[src/rtl/pipeline_ctrl_pkg.sv]
// Shared types for the pipeline stall/flush controller: FSM states, the
// per-stage control bundle and the nop encoding loaded by bubbles and flushes.
package pipeline_ctrl_pkg;

  typedef enum logic [1:0] {
    RUN   = 2'd0,
    STALL = 2'd1,
    FLUSH = 2'd2,
    TRAP  = 2'd3
  } state_t;

  localparam int RUN_CNT_W = 8;

  localparam logic [5:0] NOP_OPCODE = 6'b000000;
  localparam logic [4:0] NOP_RD     = 5'd0;

  typedef struct packed {
    logic pc_write;
    logic ifid_write;
    logic ifid_flush;
    logic idex_bubble;
  } ctrl_t;

  // Pipeline frozen with a bubble into ID/EX (reset, stall and trap share it).
  function automatic ctrl_t ctrl_hold();
    return '{pc_write: 1'b0, ifid_write: 1'b0, ifid_flush: 1'b0, idex_bubble: 1'b1};
  endfunction

  function automatic ctrl_t ctrl_idle();
    return '{pc_write: 1'b1, ifid_write: 1'b1, ifid_flush: 1'b0, idex_bubble: 1'b0};
  endfunction

  function automatic ctrl_t ctrl_flush();
    return '{pc_write: 1'b1, ifid_write: 1'b1, ifid_flush: 1'b1, idex_bubble: 1'b1};
  endfunction

  function automatic logic is_nop(logic [5:0] opcode, logic [4:0] rd);
    return (opcode == NOP_OPCODE) && (rd == NOP_RD);
  endfunction

endpackage

[src/rtl/sat_counter.sv]
// Saturating up-counter with synchronous clear; holds at all-ones, never wraps.
module sat_counter #(
  parameter int WIDTH = 8
) (
  input  logic             clk,
  input  logic             rst_n,
  input  logic             inc,
  input  logic             clr,
  output logic [WIDTH-1:0] count
);

  always_ff @(posedge clk or negedge rst_n) begin
    if (!rst_n) begin
      count <= '0;
    end else if (clr) begin
      count <= '0;
    end else if (inc && (count != '1)) begin
      count <= count + 1'b1;
    end
  end

endmodule

[src/rtl/pipeline_stall_ctrl.sv]
// Stall/flush controller for PC, IF/ID and ID/EX with a stall watchdog.
// Optional stall/flush performance counters under STALL_PERF_CNT_EN.
module pipeline_stall_ctrl
  import pipeline_ctrl_pkg::*;
#(
  parameter int MAX_STALL = 8,
  parameter int CNT_W     = 32
) (
  input  logic             Clock,
  input  logic             Reset,
  input  logic             Stall_Req,
  input  logic             Flush_Req,
  output logic             PC_Write,
  output logic             IFID_Write,
  output logic             IFID_Flush,
  output logic             IDEX_Bubble,
  output logic             Stall_Timeout,
  output logic [CNT_W-1:0] Stall_Count,
  output logic [CNT_W-1:0] Flush_Count
);

  // Run count just before the edge that ends the MAX_STALL-th stall cycle.
  localparam logic [RUN_CNT_W-1:0] TRIP_CNT = RUN_CNT_W'(MAX_STALL - 1);

  state_t               state_reg;
  state_t               state_next;
  ctrl_t                ctrl;
  logic                 run_inc;
  logic                 run_clr;
  logic [RUN_CNT_W-1:0] run_cnt;

  always_ff @(posedge Clock or negedge Reset) begin
    if (!Reset) begin
      state_reg <= RUN;
    end else begin
      state_reg <= state_next;
    end
  end

  always_comb begin
    state_next = state_reg;
    ctrl       = ctrl_hold();
    run_inc    = 1'b0;
    run_clr    = 1'b0;
    if (state_reg == TRAP) begin
      state_next = TRAP;
    end else if (Flush_Req) begin
      ctrl       = ctrl_flush();
      state_next = FLUSH;
      run_clr    = 1'b1;
    end else if (Stall_Req) begin
      ctrl       = ctrl_hold();
      run_inc    = 1'b1;
      state_next = (run_cnt >= TRIP_CNT) ? TRAP : STALL;
    end else begin
      ctrl       = ctrl_idle();
      state_next = RUN;
      run_clr    = 1'b1;
    end
  end

  sat_counter #(.WIDTH(RUN_CNT_W)) u_run_cnt (
    .clk   (Clock),
    .rst_n (Reset),
    .inc   (run_inc),
    .clr   (run_clr),
    .count (run_cnt)
  );

  // Reset quiets the pipeline combinationally, without waiting for an edge.
  assign PC_Write      = Reset & ctrl.pc_write;
  assign IFID_Write    = Reset & ctrl.ifid_write;
  assign IFID_Flush    = Reset & ctrl.ifid_flush;
  assign IDEX_Bubble   = ~Reset | ctrl.idex_bubble;
  assign Stall_Timeout = (state_reg == TRAP);

`ifdef STALL_PERF_CNT_EN
  sat_counter #(.WIDTH(CNT_W)) u_stall_cnt (
    .clk   (Clock),
    .rst_n (Reset),
    .inc   (~PC_Write),
    .clr   (1'b0),
    .count (Stall_Count)
  );

  sat_counter #(.WIDTH(CNT_W)) u_flush_cnt (
    .clk   (Clock),
    .rst_n (Reset),
    .inc   (IFID_Flush),
    .clr   (1'b0),
    .count (Flush_Count)
  );
`else
  assign Stall_Count = '0;
  assign Flush_Count = '0;
`endif

endmodule

[config.mk]
export PLATFORM = sky130hd
export DESIGN_NAME = pipeline_stall_ctrl
export DESIGN_NICKNAME = d
export VERILOG_FILES = /design/src/rtl/pipeline_ctrl_pkg.sv /design/src/rtl/sat_counter.sv /design/src/rtl/pipeline_stall_ctrl.sv
export SDC_FILE = /design/constraint.sdc
export NUM_CORES = 1
export LEC_CHECK = 0
export ABC_AREA = 1
export CORE_ASPECT_RATIO = 1.75
export CORE_MARGIN = 3
export CORE_UTILIZATION = 30
export CTS_CLUSTER_DIAMETER = 60
export DETAILED_ROUTE_END_ITERATION = 7
export MAX_ROUTING_LAYER = met4
export PLACE_DENSITY = 0.68
export SYNTH_ARGS = -nofsm -noshare
export SYNTH_HDL_FRONTEND = slang
export SYNTH_HIERARCHICAL = 1
export SYNTH_SLANG_ARGS = --single-unit
[constraint.sdc]
create_clock -name Clock -period 1.75 [get_ports Clock]
set_clock_uncertainty 0.15 [all_clocks]
set_input_delay 0.2625 -clock Clock [delete_from_list [all_inputs] [get_ports Clock]]
set_output_delay 0.2625 -clock Clock [all_outputs]
set_load 0.05 [all_outputs]
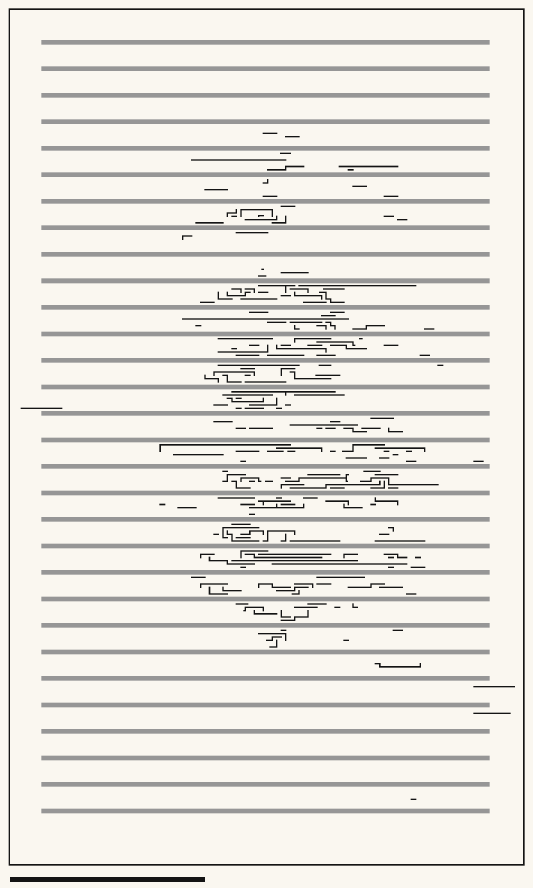
(signal wires on met1)
The bar under the picture is 20 microns long. Supply wires on this layer in gray.
longest straight run: 17.0 microns
share of all routed wire: 29%
GR met1 Demand/Resource: 6.99%
Via Count: 844

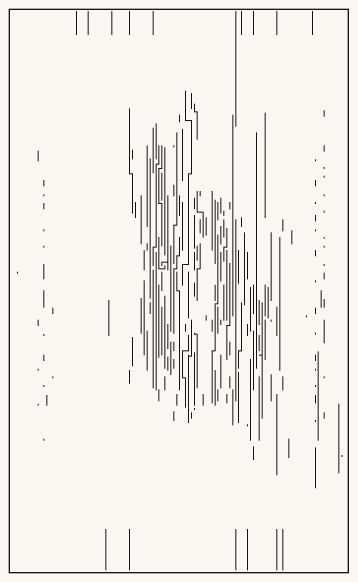
(metal 2)
main direction: vertical
nets with wire on the layer: 160
longest straight run: 36.7 microns
wire length on this layer: 1090 microns
share of all routed wire: 55%

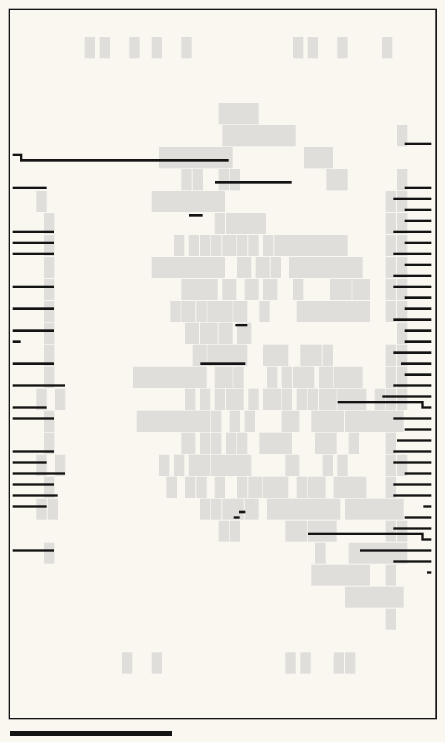
(M3 wires)
The bar under the picture is 20 microns long. Cells faint in the background.
share of all routed wire: 14%
main direction: horizontal
longest straight run: 25.5 microns
nets with wire on the layer: 61
wire length on this layer: 289 microns
met3 GRT Util: 2.56%
total length of routed wires: 2.00 mm

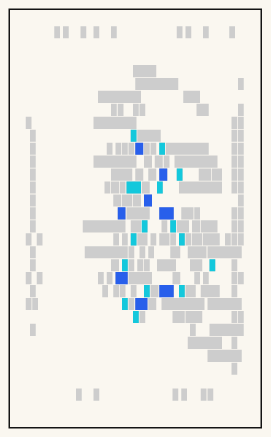
(selected gate families)
| color | family | cells | where |
|---|---|---|---|
| blue | inverting AOI/OAI gates | 8 | center |
| cyan | inverters | 15 | center |

==> flow_metrics.rpt <==
PHYSICAL IMPLEMENTATION REPORT
----------------------------------------------------
[Placement]
  Post-DP HPWL ........................ 1.69 mm
  Standard cell area after detailed placement ........................ 0.00113 sq mm
  DP Worst Slack ........................ -0.0813 ns
  Quantity of I/O buffers inserted on ports ........................ 8
  Number of instances in the placed design ........................ 220

[Layout]
  Net count reported at finish ........................ 184
  Final instance area ........................ 0.00120 sq mm
  Flop area ........................ 250 sq um
  Most frequent standard cell in the layout excluding fill and tap cells ........................ sky130_fd_sc_hd__conb_1
  Flip-flop count of the largest register after layout ........................ 8
  Most instantiated logic cells after routing ........................ sky130_fd_sc_hd__conb_1, sky130_fd_sc_hd__nand2_1, sky130_fd_sc_hd__inv_1, sky130_fd_sc_hd__nand3_1, sky130_fd_sc_hd__dfrtp_1
  Synthesis-to-finish area growth ........................ 5.26%
  Post-route non-filler standard cell count ........................ 224
  Filler cell count in the final layout ........................ 418
  Number of antenna repair diodes ........................ 0
  Ratio of cells with drive above 1 in the final layout ........................ 16.9%
  Area used by multi-input combinational logic ........................ 603 sq um

[Logic synthesis]
  Ys flops ........................ 10
  Area reported by Yosys stat ........................ 0.00114 sq mm
  Seq share, synth ........................ 21.9%
  Mapped Cells ........................ 162
  Distinct lib cells used ........................ 19
  Dominant cell type by area after synthesis ........................ sky130_fd_sc_hd__buf_4
  Average footprint of a synthesized cell ........................ 7.05 sq um
  Post-synthesis cell area ........................ 0.00114 sq mm
  Leading cell types by total area after synthesis ........................ sky130_fd_sc_hd__buf_4, sky130_fd_sc_hd__dfrtp_1, sky130_fd_sc_hd__nand2_1

[Clock network]
  Cell at the root of the clock tree ........................ sky130_fd_sc_hd__clkbuf_8
  Clock transition at path regs ........................ 0.05 ns
  Clk sink count ........................ 10
  Number of post-CTS setup repair buffers ........................ 0
  Max Root-Sink Buffers ........................ 2
  Post-CTS Resized ........................ 1
  Cts hold-fix bufs ........................ 0

[STA]
  Setup ws final ........................ 0.0580 ns
  Setup tns final ........................ 0 ns
  Max Freq ........................ 591 MHz
  Final Setup Violations ........................ 0
  Portion of the clock cycle consumed by the worst path in the final layout ........................ 96.7%
  Final worst path period need ........................ 1.69 ns
  Total count of hold-check failures in the final report ........................ 0

[Critical path]
  Worst setup path start ........................ Flush_Req
  End point of the critical path ........................ PC_Write
  Startpoint of the worst register-to-register path ........................ u_run_cnt/count[0]$_DFFE_PN0P_
  Critical path data required time ........................ 1.34 ns
  R2R cell count ........................ 9
  Worst Setup End Kind ........................ primary output
  Capture instance of the worst register-to-register path ........................ u_run_cnt/count[6]$_DFFE_PN0P_
  Critical Setup Path Class ........................ in -> out
  Setup slack, reg-to-reg ........................ 0.24 ns
  Category of the worst setup path launch point ........................ input pin
  Worst endpoint data arrival time ........................ 1.28 ns

[Route]
  DR pass1 iterations ........................ 4
  Post-detailed-route DRC marker count ........................ 0
  Average wire per standard cell ........................ 8.91 microns
  Number of DRC markers after the initial detailed-route iteration ........................ 15
  Remaining antenna violation count after routing ........................ 0
  Avg Vias per Cell ........................ 3.77

[Global route]
  Number of antenna violations at the first check in global routing ........................ 0
  Overall track demand over capacity in global routing ........................ 9.09%
  Maximum number of pins on one net before global-route repair ........................ 10
  Total gr overflow ........................ 0
  Number of global-route vias before repair ........................ 726
  First-pass GRT wire length ........................ 2.97 mm

[Floorplan]
  Number of top-level pins ........................ 73
  Horizontal extent of the die ........................ 52.6 microns
  Std cell rows ........................ 29

[Power and ir drop]
  Cell leakage power ........................ 0.634 nW
  Peak VDD IR ........................ 0.525 mV
  Power per Cell Area ........................ 1370 mW/mm^2

[Job]
  Tool Warnings ........................ 26
  Tally of max-capacitance violations ........................ 0

[Run status]
  Status ........................ completed

[Worst hold path]
  HP Class ........................ in -> async

----------------------------------------------------
[cells in the mapped netlist, drive strengths merged]
cell type  number
nand4           1
a21oi           5
o21bai          2
nand3          11
clkinv          1
dfrtp          10
buf            65
ha              1
inv            14
nor2           14
nand2          33
nor3            3
conb            1
o21ai           1
[cells by family after synthesis]
logic type,Yosys count,synth area share [%]
buffers and inverters,80,48.1
flip-flops,10,21.9
other,1,0.328
adder cells (fa/ha/maj),1,1.10
AND-OR/OR-AND,8,4.27
AND/OR/NAND/NOR,62,24.3
[cell type report]
class                   instances  share of cell area [%]
well taps                      46                    4.79
flip-flops and latches         10                    20.8
inverters                      15                    5.10
clock buffers                   4                    4.58
repair buffers                 14                    14.6
multi-input cells             135                    50.2
[critical path, stage by stage]
cell,delay [ns]
sky130_fd_sc_hd__clkdlybuf4s50_1,0.51
sky130_fd_sc_hd__buf_4,0.15
sky130_fd_sc_hd__nor2_4,0.05
sky130_fd_sc_hd__nor2_4,0.16
sky130_fd_sc_hd__buf_12,0.15
[routing by layer]
metal  global-route usage, %  wire length (microns)  vias up
met5                       -                      0        -
met4                    6.05                     42        0
li1                        -                      -      400
met3                    2.56                    289        4
met2                    17.2                   1090       65
met1                    6.99                    568      375
[power by group]
group	leakage [nW]	internal, mW	switching, mW
registers	0.128	0.292	0.0668
logic	0.478	0.279	0.714
clock network	0.0288	0.198	0.0978
total	0.634	0.769	0.879
[through the flow]
step / power [mW] / hold slack (ns) / util [%]
floorplan: 1.18 / -0.183 / -
global placement: 1.34 / 0.380 / 31.0
detailed placement: 1.34 / 0.379 / 31.0
CTS: 1.65 / 0.242 / 32.7
global route: 1.75 / 0.248 / 33.1
finish: 1.65 / 0.238 / 33.1
No activity file was given, so power comes from the tool's default toggle rates.
